==> src/rtl/ram_dma.sv <==
// Word-copy / word-fill DMA engine for a single-port RAM with an active-low write strobe.
// A copy takes a READ and a WRITE cycle per word; a fill takes one WRITE cycle per word.
module ram_dma (
   input  logic        clk,
   input  logic        reset,
   input  logic        start,
   input  logic        mode,
   input  logic [15:0] src,
   input  logic [15:0] dst,
   input  logic [15:0] len,
   input  logic [15:0] fill_val,
   input  logic [15:0] rd_data,
   output logic [15:0] address,
   output logic [15:0] wr_data,
   output logic        load_bar,
   output logic        busy,
   output logic        done
);

   typedef enum logic [1:0] {
      IDLE  = 2'd0,
      READ  = 2'd1,
      WRITE = 2'd2,
      DONE  = 2'd3
   } state_t;

   state_t      state_r;
   state_t      state_s;
   logic        mode_r;
   logic [15:0] src_ptr_r;
   logic [15:0] dst_ptr_r;
   logic [15:0] remaining_r;
   logic [15:0] data_r;
   logic [15:0] fill_r;

   // State register and transfer context; pointers wrap naturally at 16 bits.
   always_ff @(posedge clk) begin
      if (reset) begin
         state_r     <= IDLE;
         mode_r      <= 1'b0;
         src_ptr_r   <= 16'h0000;
         dst_ptr_r   <= 16'h0000;
         remaining_r <= 16'h0000;
         data_r      <= 16'h0000;
         fill_r      <= 16'h0000;
      end else begin
         state_r <= state_s;
         case (state_r)
            IDLE: begin
               if (start) begin
                  mode_r      <= mode;
                  src_ptr_r   <= src;
                  dst_ptr_r   <= dst;
                  remaining_r <= len;
                  fill_r      <= fill_val;
               end
            end
            READ: begin
               data_r <= rd_data;
            end
            WRITE: begin
               src_ptr_r   <= src_ptr_r + 16'd1;
               dst_ptr_r   <= dst_ptr_r + 16'd1;
               remaining_r <= remaining_r - 16'd1;
            end
            default: begin
            end
         endcase
      end
   end

   // Next-state decode.
   always_comb begin
      state_s = state_r;
      case (state_r)
         IDLE: begin
            if (start) begin
               if (len == 16'd0) begin
                  state_s = DONE;
               end else if (mode) begin
                  state_s = WRITE;
               end else begin
                  state_s = READ;
               end
            end else begin
               state_s = IDLE;
            end
         end
         READ: begin
            state_s = WRITE;
         end
         WRITE: begin
            if (remaining_r == 16'd1) begin
               state_s = DONE;
            end else if (mode_r) begin
               state_s = WRITE;
            end else begin
               state_s = READ;
            end
         end
         DONE: begin
            state_s = IDLE;
         end
         default: begin
            state_s = IDLE;
         end
      endcase
   end

   // RAM-side outputs; the strobe is held off whenever reset is high so a reset edge never writes.
   always_comb begin
      address  = 16'h0000;
      wr_data  = 16'h0000;
      load_bar = 1'b1;
      busy     = 1'b0;
      done     = 1'b0;
      case (state_r)
         IDLE: begin
         end
         READ: begin
            address = src_ptr_r;
            busy    = 1'b1;
         end
         WRITE: begin
            address  = dst_ptr_r;
            load_bar = reset;
            busy     = 1'b1;
            if (mode_r) begin
               wr_data = fill_r;
            end else begin
               wr_data = data_r;
            end
         end
         DONE: begin
            done = 1'b1;
         end
         default: begin
         end
      endcase
   end

endmodule
==> config.mk <==
export PLATFORM = sky130hd
export DESIGN_NAME = ram_dma
export DESIGN_NICKNAME = d
export VERILOG_FILES = /design/src/rtl/ram_dma.sv
export SDC_FILE = /design/constraint.sdc
export NUM_CORES = 1
export LEC_CHECK = 0
export ABC_CLOCK_PERIOD_IN_PS = 2500
export CAP_MARGIN = 20
export CORE_ASPECT_RATIO = 1.2
export CORE_MARGIN = 4
export CORE_UTILIZATION = 50
export CTS_BUF_LIST = sky130_fd_sc_hd__clkbuf_4 sky130_fd_sc_hd__clkbuf_8 sky130_fd_sc_hd__clkbuf_16
export CTS_CLUSTER_DIAMETER = 200
export DETAILED_ROUTE_END_ITERATION = 12
export PLACE_DENSITY = 0.9
export SETUP_SLACK_MARGIN = 0.4
export SLEW_MARGIN = 30
export SYNTH_ARGS = -nofsm -noshare
export SYNTH_HDL_FRONTEND = slang
export SYNTH_SLANG_ARGS = --single-unit
==> constraint.sdc <==
create_clock -name clk -period 2.5 [get_ports clk]
set_input_delay 0.5 -clock clk [delete_from_list [all_inputs] [get_ports clk]]
set_output_delay 0.5 -clock clk [all_outputs]
set_load 0.02 [all_outputs]
==> reports/qor.yml <==
run_status:
  status: "complete, no violations"
logic_synthesis:
  post-synth-top-count-cell: "sky130_fd_sc_hd__dfxtp_1"
  synth-async-reset-ratio_pct: 0
  post_synth_inst_count: 619
  top_area_share_pct: 34.6
  post_synth_ao_oa_area_fraction_pct: 23.9
  yosysSeqAreaShare_pct: 34.6
  synthesis.area_sq_um: 4810
  post_synth_fa_ha_maj_area_fraction_pct: 2.08
  yosys_most_used_dff: "sky130_fd_sc_hd__dfxtp_1"
  synth.cellmix.simpleShare_pct: 25.9
  synthesis.area_per_instance_sq_um: 7.76
  synth-seq-cells: 83
  synth.area.top_cells: "sky130_fd_sc_hd__dfxtp_1, sky130_fd_sc_hd__mux2i_1, sky130_fd_sc_hd__nand2_1"
cts:
  cts_hold_buffers: 0
  clk_root_buffer_cell: "sky130_fd_sc_hd__clkbuf_8"
  clk_latency_ps: 350
  cts.clk_slew.worst_paths_ps: 70
  ctsLongestPathBuffers: 2
  post-cts-setup-buffers: 5
  cts.sink_count: 83
  ctsResizeCount: 128
  htree_levels: 3
finish:
  final_cells: 859
  fin_nets: 828
  area_growth_pct: 35.1
  layout_top_cells_excl_fill_tap: "sky130_fd_sc_hd__clkdlybuf4s50_1, sky130_fd_sc_hd__dfxtp_1, sky130_fd_sc_hd__nand2_1"
  logic_area_sq_um: 3060
  fillerInstances: 711
  n_sequential_cell: 83
  area.share.combinational_pct: 47.2
  bufAreaShareNonClock_pct: 21.5
  num_antenna_cells: 0
  final.signal_inverter_count: 12
  most_numerous_logic_cell_after_layout: "sky130_fd_sc_hd__clkdlybuf4s50_1"
  logic_gates: 475
  nonClockBufferCount: 155
floorplan:
  core_area_sq_um: 9220
  fp.dieW_microns: 97.5
  num_rows: 38
  n_tap_cell: 120
  die_area_sq_um: 11300
  die_span_y_microns: 115
critical_path:
  crit_cells: 6
  end_of_the_worst_register_to_register_path: "dst_ptr_r[12]$_SDFFE_PP0P_"
  setup.worst_path.end_class: "primary output"
  timing.critical_path.max_delay_family: "buffers and inverters"
  largest_stage_delay_worst_path_ps: 360
  endpoint: "address[3]"
  path_max_fanout: 8
  critical_path.startpoint_type: "flip-flop"
  reg2reg_slack_ps: 480
  cp_data_arrival_time_ps: 1620
  crit_buf_inv: 3
placed_design:
  placement.cell_area_sq_um: 6160
  dpl_worst_slack_ps: 187
  placed_cells: 836
timing:
  timing.slew.headroom_pct: 53.1
  fin_tns_setup_ps: 0
  finalSetupViolCount: 0
  tightest_slew_ps: 699
  drv_slew: 0
  hold_viol: 0
power:
  internal_power_mw: 2.18
  share_comb_of_total_power_pct: 25.0
  total_leakage_power_nw: 2.30
  top_power_group: "sequential cells"
  power.share.sequential_pct: 48.6
  total_power_mw: 3.18
  power_density_over_the_cells_nw_per_um2: 490
  power.ir.vdd_worst_mv: 0.339
  clockPowerShare_pct: 26.4
global_route:
  wire_length_of_the_first_global_routing_pass_microns: 24600
  gr-usage-met1_pct: 31.2
  number_of_global_route_vias_before_repair: 5248
  grt_max_degree: 44
  grtUsageMet2_pct: 45.2
  grt.overflow.total: 0
drt:
  maxUsedRoutingLayer: "met4"
  wl_met3_microns: 1420
  detail_route.vias_per_cell: 6.31
  m1WireLength_microns: 6000
  drc: 0
worst_hold_path:
  worst_hold_startpoint: "fill_r[2]$_SDFFE_PP0P_"
  min_to: "fill_r[2]$_SDFFE_PP0P_"
  worst_hold_path_type: "flip-flop to flip-flop"
Figure 1. Placed cells, one colour a class.
Bar = 20 microns. Fill, decap, tap and diode cells in grey.
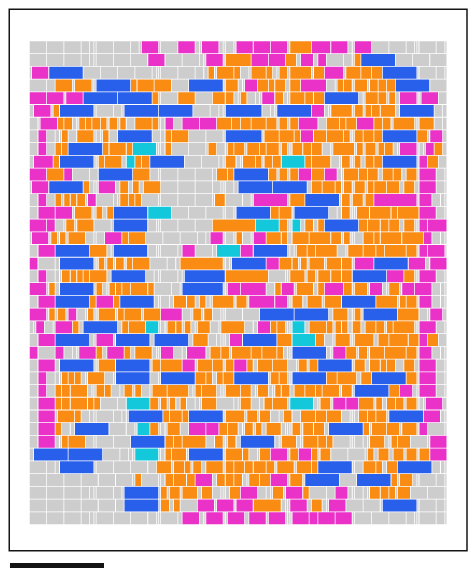
[clock drivers and dummy loads] cyan | cells: 14
[combinational and other logic] orange | cells: 487
[remaining buffers and delay cells] magenta | cells: 155
[sequential cells] blue | cells: 83
Non-Filler Cell Area, Final: 6490 sq um
sequential share of cell area: 25.8%

Figure 2. Wiring by layer.
Bar = 20 microns. Only two layers are drawn.
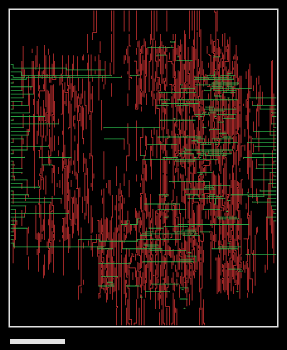
[metal 3] green | wire length: 1420 microns
[metal 2] red | wire length: 7720 microns
total wirelength of the detailed-routed design: 15700 microns
GRT Overall Usage: 26.3%
vias post-DR: 5419
mean routed wirelength per cell: 18.2 microns

Power figures rest on the tool's default switching activity, not on a simulated workload.
